==> run_1/floorplan.png <==
Drawn at 4 px/um. Pins as bars on the die edge.
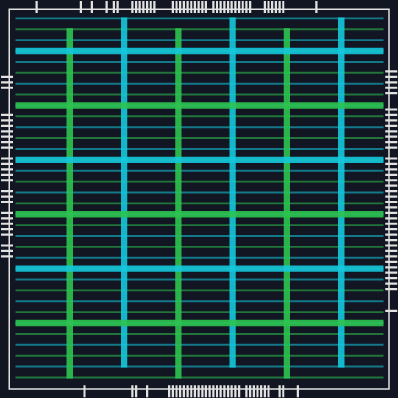
==> run_1/class_map.png <==
Drawn at 3 px/um. Fill, decap, tap and diode cells in grey.
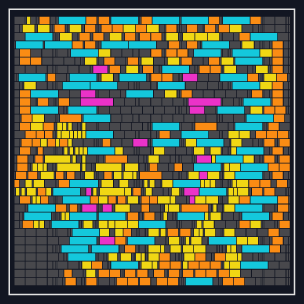
==> run_1/clock_wires.png <==
Drawn at 6 px/um.
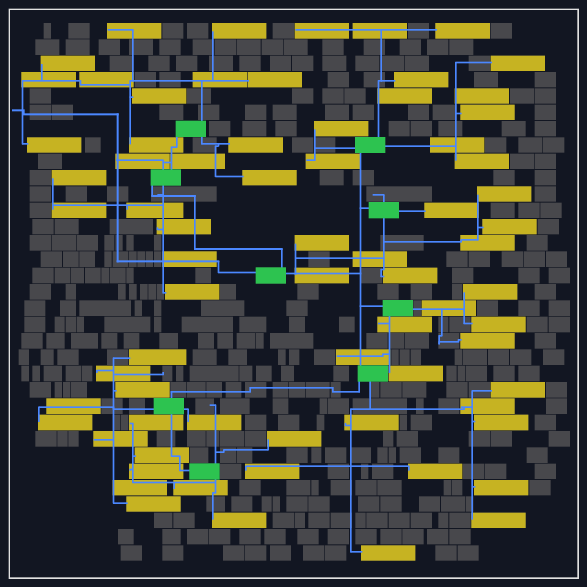
==> run_1/layers.png <==
Drawn at 4 px/um. Two of the layers only.
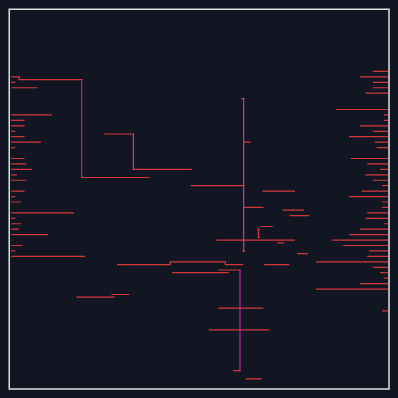
===== src/rtl/load_ext_pkg.sv =====
// Shared encodings and width helpers for the load-data unit.
// The LOAD_EXT_SPLIT_EN build option is consumed by load_ext_unit.
package load_ext_pkg;

  localparam logic [1:0] SZ_BYTE  = 2'd0;
  localparam logic [1:0] SZ_HALF  = 2'd1;
  localparam logic [1:0] SZ_WORD  = 2'd2;
  localparam logic [1:0] SZ_DWORD = 2'd3;

  typedef enum logic [2:0] {
    ST_IDLE,
    ST_ISSUE0,
    ST_WAIT0,
    ST_ISSUE1,
    ST_WAIT1,
    ST_RESP
  } state_e;

  function automatic int lanes_of(input int data_w);
    return data_w / 8;
  endfunction

  function automatic int lane_bits(input int data_w);
    return $clog2(data_w / 8);
  endfunction

  function automatic logic [3:0] nbytes_of(input logic [1:0] sz);
    return 4'd1 << sz;
  endfunction

endpackage


===== src/rtl/load_ext_unit_lane_ext.sv =====
// Combinational byte-lane selector and sign/zero extender over a two-beat window.
// Result byte k is window byte (off+k) for k < nbytes, fill above.
module lane_ext
  import load_ext_pkg::*;
#(
  parameter int DATA_W = 32,
  parameter int OFF_W  = lane_bits(DATA_W)
) (
  input  logic [2*DATA_W-1:0] beats,
  input  logic [OFF_W-1:0]    off,
  input  logic [1:0]          size,
  input  logic                is_signed,
  output logic [DATA_W-1:0]   result
);

  localparam int LANES = lanes_of(DATA_W);

  logic [DATA_W-1:0] shifted;
  logic [3:0]        nbytes;
  logic              msb;
  logic [7:0]        fill;

  assign shifted = DATA_W'(beats >> {off, 3'b000});
  assign nbytes  = nbytes_of(size);

  always_comb begin
    msb = shifted[7];
    case (size)
      SZ_BYTE: msb = shifted[7];
      SZ_HALF: msb = shifted[15];
      SZ_WORD: msb = shifted[31];
      default: msb = shifted[DATA_W-1];
    endcase
  end

  assign fill = {8{msb & is_signed}};

  genvar gi;
  generate
    for (gi = 0; gi < LANES; gi++) begin : g_lane
      localparam logic [3:0] LANE_IDX = 4'(gi);
      assign result[8*gi +: 8] = (LANE_IDX < nbytes) ? shifted[8*gi +: 8] : fill;
    end
  endgenerate

endmodule


===== src/rtl/load_ext_unit.sv =====
// Load-data unit: issues one or two aligned reads, then aligns and extends the result.
// Define LOAD_EXT_SPLIT_EN to serve misaligned loads (two beats when crossing a word).
module load_ext_unit
  import load_ext_pkg::*;
#(
  parameter int DATA_W = 32,
  parameter int ADDR_W = 32
) (
  input  logic              clk,
  input  logic              rst_n,
  input  logic              req_valid,
  output logic              req_ready,
  input  logic [ADDR_W-1:0] req_addr,
  input  logic [1:0]        req_size,
  input  logic              req_signed,
  output logic              mem_rd_en,
  output logic [ADDR_W-1:0] mem_addr,
  input  logic [DATA_W-1:0] mem_rd_data,
  input  logic              mem_rd_valid,
  output logic              rsp_valid,
  input  logic              rsp_ready,
  output logic [DATA_W-1:0] rsp_data,
  output logic              rsp_err
);

  localparam int LANES = lanes_of(DATA_W);
  localparam int OFF_W = lane_bits(DATA_W);

  state_e            state_q, state_d;
  logic [OFF_W-1:0]  off_q;
  logic [1:0]        size_q;
  logic              signed_q;
  logic [ADDR_W-1:0] mem_addr_q;
  logic [DATA_W-1:0] rsp_data_q;
  logic              rsp_err_q;

  logic [OFF_W-1:0]  req_off;
  logic [3:0]        req_nbytes;
  logic              req_illegal;
  logic              req_misaligned;
  logic              req_err;
  logic              req_fire;
  logic              final_beat;
  logic [DATA_W-1:0] ext_beat0, ext_beat1, ext_result;

  assign req_off        = req_addr[OFF_W-1:0];
  assign req_nbytes     = nbytes_of(req_size);
  assign req_illegal    = {req_nbytes, 3'b000} > 7'(DATA_W);
  assign req_misaligned = (4'(req_off) & (req_nbytes - 4'd1)) != 4'd0;
`ifdef LOAD_EXT_SPLIT_EN
  assign req_err        = req_illegal;
`else
  assign req_err        = req_illegal | req_misaligned;
`endif
  assign req_fire       = (state_q == ST_IDLE) && req_valid;

`ifdef LOAD_EXT_SPLIT_EN
  logic [DATA_W-1:0] beat0_q;
  logic              crossing;
  assign crossing   = (5'(off_q) + 5'(nbytes_of(size_q))) > 5'(LANES);
  assign final_beat = mem_rd_valid &&
                      (((state_q == ST_WAIT0) && !crossing) || (state_q == ST_WAIT1));
`else
  assign final_beat = mem_rd_valid && (state_q == ST_WAIT0);
`endif

  always_ff @(posedge clk or negedge rst_n) begin
    if (!rst_n) state_q <= ST_IDLE;
    else        state_q <= state_d;
  end

  always_comb begin
    state_d = state_q;
    case (state_q)
      ST_IDLE:   if (req_valid) state_d = req_err ? ST_RESP : ST_ISSUE0;
      ST_ISSUE0: state_d = ST_WAIT0;
`ifdef LOAD_EXT_SPLIT_EN
      ST_WAIT0:  if (mem_rd_valid) state_d = crossing ? ST_ISSUE1 : ST_RESP;
      ST_ISSUE1: state_d = ST_WAIT1;
      ST_WAIT1:  if (mem_rd_valid) state_d = ST_RESP;
`else
      ST_WAIT0:  if (mem_rd_valid) state_d = ST_RESP;
`endif
      ST_RESP:   if (rsp_ready) state_d = ST_IDLE;
      default:   state_d = ST_IDLE;
    endcase
  end

  always_comb begin
    req_ready = (state_q == ST_IDLE);
    mem_rd_en = (state_q == ST_ISSUE0) || (state_q == ST_ISSUE1);
    rsp_valid = (state_q == ST_RESP);
  end

  // The final beat is extracted straight from the bus so the response registers one cycle later.
  always_comb begin
    ext_beat0 = mem_rd_data;
    ext_beat1 = '0;
`ifdef LOAD_EXT_SPLIT_EN
    if (state_q == ST_WAIT1) begin
      ext_beat0 = beat0_q;
      ext_beat1 = mem_rd_data;
    end
`endif
  end

  lane_ext #(
    .DATA_W (DATA_W),
    .OFF_W  (OFF_W)
  ) u_lane_ext (
    .beats     ({ext_beat1, ext_beat0}),
    .off       (off_q),
    .size      (size_q),
    .is_signed (signed_q),
    .result    (ext_result)
  );

  always_ff @(posedge clk or negedge rst_n) begin
    if (!rst_n) begin
      off_q      <= '0;
      size_q     <= SZ_BYTE;
      signed_q   <= 1'b0;
      mem_addr_q <= '0;
      rsp_data_q <= '0;
      rsp_err_q  <= 1'b0;
`ifdef LOAD_EXT_SPLIT_EN
      beat0_q    <= '0;
`endif
    end else begin
      if (req_fire) begin
        off_q    <= req_off;
        size_q   <= req_size;
        signed_q <= req_signed;
        if (req_err) begin
          rsp_data_q <= '0;
          rsp_err_q  <= 1'b1;
        end else begin
          mem_addr_q <= {req_addr[ADDR_W-1:OFF_W], {OFF_W{1'b0}}};
          rsp_err_q  <= 1'b0;
        end
      end
      if (final_beat) rsp_data_q <= ext_result;
`ifdef LOAD_EXT_SPLIT_EN
      if ((state_q == ST_WAIT0) && mem_rd_valid) begin
        beat0_q <= mem_rd_data;
        if (crossing) mem_addr_q <= mem_addr_q + ADDR_W'(LANES);
      end
`endif
    end
  end

  assign mem_addr = mem_addr_q;
  assign rsp_data = rsp_data_q;
  assign rsp_err  = rsp_err_q;

endmodule


===== config.mk =====
export PLATFORM = sky130hd
export DESIGN_NAME = load_ext_unit
export DESIGN_NICKNAME = d
export VERILOG_FILES = /design/src/rtl/load_ext_pkg.sv /design/src/rtl/load_ext_unit_lane_ext.sv /design/src/rtl/load_ext_unit.sv
export SDC_FILE = /design/constraint.sdc
export NUM_CORES = 1
export LEC_CHECK = 0
export ABC_CLOCK_PERIOD_IN_PS = 1750
export CORE_UTILIZATION = 38
export DETAILED_ROUTE_END_ITERATION = 6
export GPL_ROUTABILITY_DRIVEN = 0
export PLACE_DENSITY = 0.78
export SYNTH_ARGS = -nofsm -noshare
export SYNTH_HDL_FRONTEND = slang
export SYNTH_SLANG_ARGS = --single-unit

===== constraint.sdc =====
create_clock -name clk -period 1.75 [get_ports clk]
set_input_delay 0.2625 -clock clk [delete_from_list [all_inputs] [get_ports clk]]
set_output_delay 0.2625 -clock clk [all_outputs]
set_load 0.02 [all_outputs]

==> run notes, run 1 <==
fresh numbers from the pnr run: run status complete, no violations, Starting DRT DRC Count 89, Avg Cell Area, Syn 12.6 sq um, Reg2Reg Depth 5, CTS root buf clkbuf_8, setup TNS 0 ns, clock sinks 71, Die Span Y 94.6 um, r2r setup slk 0.05 ns, Yosys warnings 0, All-Layer GR Usage 19.5%, clk latency late pin 0.34 ns, Clock Tree Buf Depth 2, largest net degree at the start of global routing 35, Critical Path Sink Type flip-flop, Mapped Area 3260 sq um, leading cell type by number of instances after synthesis dfrtp_1, Tcrit/Tclk final 97.2%, Metal-1 WL 3890 um, total wire length 8610 um, Log Warnings 27, register area share after synthesis 54.6%, CTS tree built, die width 94.6 um, GR peak layer met2, area leader, netlist dfrtp_1, Final HPWL DP 6420 um, Max-area cell share 54.6%, yosys stat chip area 3260 sq um, final setup violation count 0, CP max stage cell dfrtp_1, total die size 8950 sq um, slowest stage delay, CP 0.40 ns, number of enable flip-flop cells 0, nets 491, Final Skew 0.0119 ns, DR vias 2739, vias in the first global route 2681, Fin Hold WS 0.411 ns, met3 usage 4.03%, max cap viols 0, crit-path max FO 14, CTS H-tree lvls 3, VDD IR-drop max 0.000786 V, highest metal layer with signal wires met4, PortBufs 137, yosys cell count 258, Vias/cell 5.19, met1 layer usage reported by global route 26.7%, Fin. Hold Viols 0, antenna violations before repair 0, Reg-to-Reg Start state_q[2], Dominant combinational family multiplexers, GRT overflow 0, Util after Layout 62.5%, Synth async-reset ratio 100%, boundary pin count 140, share of cells above drive strength 1 21.3%, DRC Markers 0, Basic Gates by Area 8.95%, CTS Buf Count 9, CP Cell Sequence buf_4, nor4b_4, a31oi_4, buf_4, a221o_1, fin. max-slew vios 0, XOR-XNOR Cells, Area Fraction 0.269%, CP Class reg2reg, met2 Track Usage GR 30.6%, Adder Area Share 0%, CP dominant cell by count buf_4, Buffers & Inverters on Critical Path 2, most frequent cells in the layout 133 x clkdlybuf4s50_1, 69 x dfrtp_1, 37 x nand2_1, first-pass GRT wire length 13300 um, Post-DRT Antenna Nets 0, Netlist cell types 34, CP required 1.97 ns, ANT cells 0, wire per inst 16.3 um, total power draw 0.00894 W, reg2reg end rsp_data[9], fill count 687, Clk pin slew, worst setup/hold paths 0.08 ns, crit path time final 1.70 ns
Back to the opening pictures, floorplan.png:
| net | colour |
|---|---|
| VSS | green |
| VDD | cyan |
rows: 33
signal pins: 140
met4 straps: 6
met1 rails: 34

Back to the opening pictures, class_map.png:
| class | colour | cells | share of their area |
|---|---|---|---|
| remaining buffers and delay cells | orange | 167 | 33% |
| registers | cyan | 71 | 35% |
| remaining logic cells | yellow | 170 | 28% |
| clock drivers and dummy loads | magenta | 15 | 4.2% |

Back to the opening pictures, clock_wires.png:
[flip-flops] yellow | count: 71
[clock-net drivers] green | count: 9
[clock wires] blue | length: 862 um
flops lie: spread over the die
routed clock nets: 10

Back to the opening pictures, layers.png:
| layer | colour | wire length |
|---|---|---|
| M4 | magenta | 96.6 um |
| M3 | red | 545 um |

-- run 1: cell type report --
cell class	instances	area, sq um	share of cell area (%)
Clock inverter	6	86.3	1.67
Timing Repair Buffer	167	1650	32.0
Inverter	2	7.51	0.145
Multi-Input combinational cell	168	1380	26.8
Tap cell	105	131	2.54
Sequential cell	71	1780	34.4
Clock buffer	9	124	2.40
-- run 1: flip-flops by register name (all words and copies together), names as in the netlist --
name,cells
mem_addr,30
state_q,3
signed_q,1
rsp_err,1
off_q,2
rsp_data,32
size_q,2
-- run 1: how the worst max path moves through the flow --
stage | from | endpoint | slack [ns] | cells after the start
finish | state_q[2] | rsp_data[9] | 0.05 | 5
global route | off_q[1] | rsp_data[15] | -0.02 | 5
CTS | off_q[1] | rsp_data[9] | 0.007 | 4
detailed placement | mem_rd_valid | rsp_data[26] | -0.37 | 5
global placement | mem_rd_valid | rsp_data[31] | -0.26 | 5
floorplan | state_q[0] | rsp_data[16] | 0.06 | 4
-- run 1: through the flow --
step	cells	cell area, sq um	setup slack, ns
detailed placement	509	4900	-0.369
global route	528	5160	-0.0163
finish	528	5160	0.0491
global placement	509	4900	-0.256
floorplan	259	3260	0.0630
CTS	525	5120	0.00675
-- run 1: report_power, final --
part | switching [W] | total [W] | internal (W)
Sequential | 0.000491 | 0.00288 | 0.00239
Combinational | 0.00220 | 0.00467 | 0.00246
Clock | 0.000599 | 0.00139 | 0.000792
Total | 0.00329 | 0.00894 | 0.00564
-- run 1: repair_timing --
| action | 4_1_cts | 5_1_grt |
|---|---|---|
| pin swaps | 0 | 1 |
| gates cloned | 0 | 1 |
| hold endpoints to repair | 32 | 0 |
| endpoints found under the setup margin | 11 | 18 |
| buffers inserted | 0 | 2 |
| gates resized | 4 | 9 |
| hold buffers | 1 | 0 |
==> run_1/placed.png <==
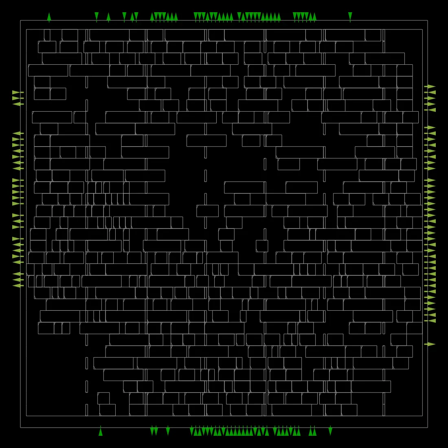

## Run 2: what changed since run 1
--- a/config.mk
+++ b/config.mk
@@ -5,11 +5,11 @@
 export SDC_FILE = /design/constraint.sdc
 export NUM_CORES = 1
 export LEC_CHECK = 0
-export ABC_CLOCK_PERIOD_IN_PS = 1750
-export CORE_UTILIZATION = 38
+export ABC_CLOCK_PERIOD_IN_PS = 1650
+export CORE_UTILIZATION = 42
 export DETAILED_ROUTE_END_ITERATION = 6
 export GPL_ROUTABILITY_DRIVEN = 0
-export PLACE_DENSITY = 0.78
+export PLACE_DENSITY = 0.82
 export SYNTH_ARGS = -nofsm -noshare
 export SYNTH_HDL_FRONTEND = slang
 export SYNTH_SLANG_ARGS = --single-unit
==> constraint.sdc (replaced) <==
create_clock -name clk -period 1.65 [get_ports clk]
set_input_delay 0.2475 -clock clk [delete_from_list [all_inputs] [get_ports clk]]
set_output_delay 0.2475 -clock clk [all_outputs]
set_load 0.02 [all_outputs]
==> run_2/placed.png <==
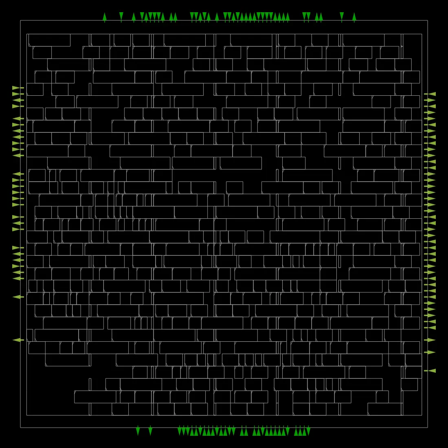
number of placement rows: 31
flop count: 71
Seq area share: 32.6%

==> run_2/clock_wires.png <==
Drawn at 6 px/um.
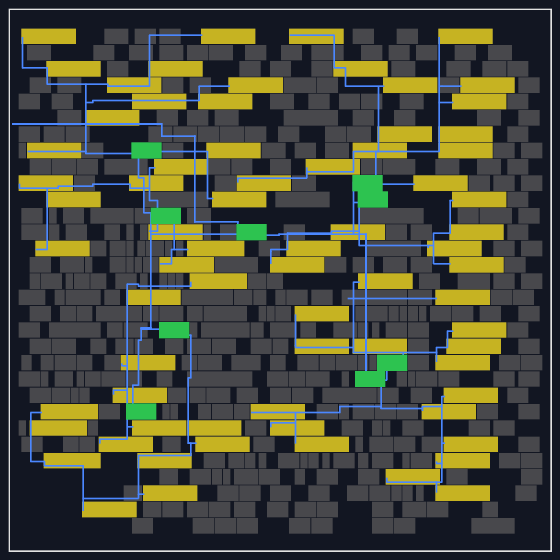
[clock-net drivers] green | count: 9
[clock wires] blue | length: 826 um
[flip-flops] yellow | count: 71
routed clock nets: 10

==> run 2 against run 1 <==
Against the previous run: the run now ends with setup timing left; setup slack lost 0.14 ns; die size shrank 9.3%; area after synthesis is the same; first-iteration DRC count grew 98%; critical path type unchanged.
==> run notes, run 2 <==
fresh numbers from the pnr run: CP Class reg2reg, PortBufs 137, Vias/cell 5.38, post-synthesis register bit count 71, yosys cell count 258, Main power group combinational cells, wire per inst 17.8 um, Placed Instance Area 4920 sq um, ANT cells 0, boundary pin count 140, die width 90.1 um, failing checks setup timing, share of cells above drive strength 1 26.7%, crit path time final 1.74 ns, CTS tree built, number of enable flip-flop cells 0, final setup violation count 61, Avg Cell Area, Syn 12.6 sq um, register area share after synthesis 54.6%, Clock Tree Buf Depth 2, Final Skew 0.00705 ns, PnR worst setup slack -0.0916 ns, max cap viols 0, CTS root buf clkbuf_8, nets 506, Inst Count DP 507, antenna violations before repair 0, leading cell type by number of instances after synthesis dfrtp_1, total power draw 0.0103 W, Largest register FFs 32, Mapped Area 3260 sq um, run status complete, but fails checks, Fin. Hold Viols 0, clock sinks 71, yosys stat chip area 3260 sq um, fin. max-slew vios 0, Post-DRT Antenna Nets 0, Starting DRT DRC Count 176, CTS H-tree lvls 3, P_clk 0.00178 W, Final Instance Area 5460 sq um, Clk pin slew, worst setup/hold paths 0.08 ns, VDD IR-drop max 0.000923 V, Fin Hold WS 0.277 ns, largest net degree at the start of global routing 72, Util after Layout 74.1%, CTS Buf Count 9, Net Sw Frac 35.6%, DRC Markers 0, pre-CTS setup slack -0.416 ns, r2r setup slk -0.09 ns, total die size 8110 sq um, logic gate share of total power 52.8%, CP required 1.87 ns, Seq power 0.00307 W, Sw Pwr 0.00367 W, total wire length 9580 um, Tcrit/Tclk final 106%, Yosys warnings 0, reg2reg end mem_addr[18], Reg power frac 29.9%, first-pass GRT wire length 14400 um, GRT overflow 0, fin cells 537, Reg-to-Reg Start state_q[2], TritonRoute pass-1 iters 4, Critical Path Sink Type flip-flop, Synth async-reset ratio 100%, internal power 0.00662 W, setup TNS -3.49 ns, vias in the first global route 2848, All-Layer GR Usage 22.4%, clock network power share 17.4%, clk latency late pin 0.33 ns, DR vias 2887, Final HPWL DP 6360 um, area leader, netlist dfrtp_1, Die Span Y 90.1 um, Reg2Reg Depth 6, Achievable Freq 574 MHz, Max-area cell share 54.6%, Log Warnings 29, most frequent cells in the layout 131 x clkdlybuf4s50_1, 66 x dfrtp_1, 36 x nand2_1
==> run_2/floorplan.png <==
Drawn at 4 px/um. Pins as bars on the die edge.
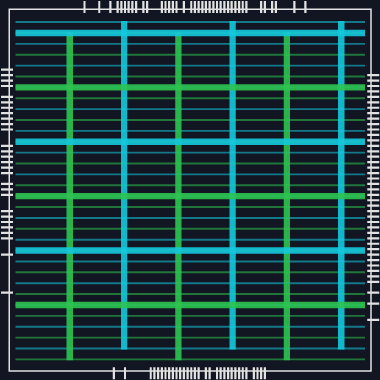
| net | colour |
|---|---|
| VDD | cyan |
| VSS | green |
met1 rails: 32
met5 straps: 6

## run 2: kinds of logic after synthesis
logic type | Yosys count | share of synthesized area [%]
XOR/XNOR | 1 | 0.269
multiplexers | 56 | 19.1
buffers and inverters | 20 | 3.57
AND/OR/NAND/NOR | 55 | 8.95
other | 1 | 0.115
flip-flops | 71 | 54.6
AND-OR/OR-AND | 54 | 13.4
## run 2: repair_timing
action | CTS | global route
buffers inserted | 5 | 4
pin swaps | 12 | 10
endpoints found under the hold margin | 71 | 0
gates cloned | 0 | 5
hold buffers | 1 | 0
gates resized | 21 | 23
setup endpoints to repair | 63 | 65
## run 2: worst max path at each step
stage	from	to	slack, ns	cells past startpoint
floorplan	state_q[2]	rsp_data[16]	-0.008	4
global placement	mem_rd_valid	rsp_data[30]	-0.34	5
detailed placement	mem_rd_valid	rsp_data[29]	-0.42	5
CTS	state_q[0]	mem_addr[29]	-0.11	5
global route	state_q[2]	rsp_data[2]	-0.14	6
finish	state_q[2]	mem_addr[18]	-0.09	6
## run 2: critical path, stage by stage (launching register included)
cell and delay, ns:
dfrtp_2 0.43, buf_6 0.13, nor4b_4 0.33, buf_4 0.21
nand2_8 0.08, buf_12 0.16, mux2_4 0.30
## run 2: final cells by class
| class | instances | area [sq um] |
|---|---|---|
| inverter | 2 | 7.51 |
| fill | 518 | 1910 |
| clock buffer | 9 | 124 |
| tap | 99 | 124 |
| multi-input combinational | 168 | 1430 |
| timing repair buffer | 182 | 1860 |
| sequential | 71 | 1780 |
| clock inverter | 6 | 134 |
## run 2: metal layers
layer / vias up / part of all wire (%) / track usage [%]
met3: 17 / 6.5 / 4.40
met5: - / 0 / 0
li1: 1310 / - / -
met4: 0 / 2.3 / 7.80
met2: 135 / 49 / 37.4
met1: 1425 / 42 / 29.1
Power is estimated from default activity; no workload was simulated.
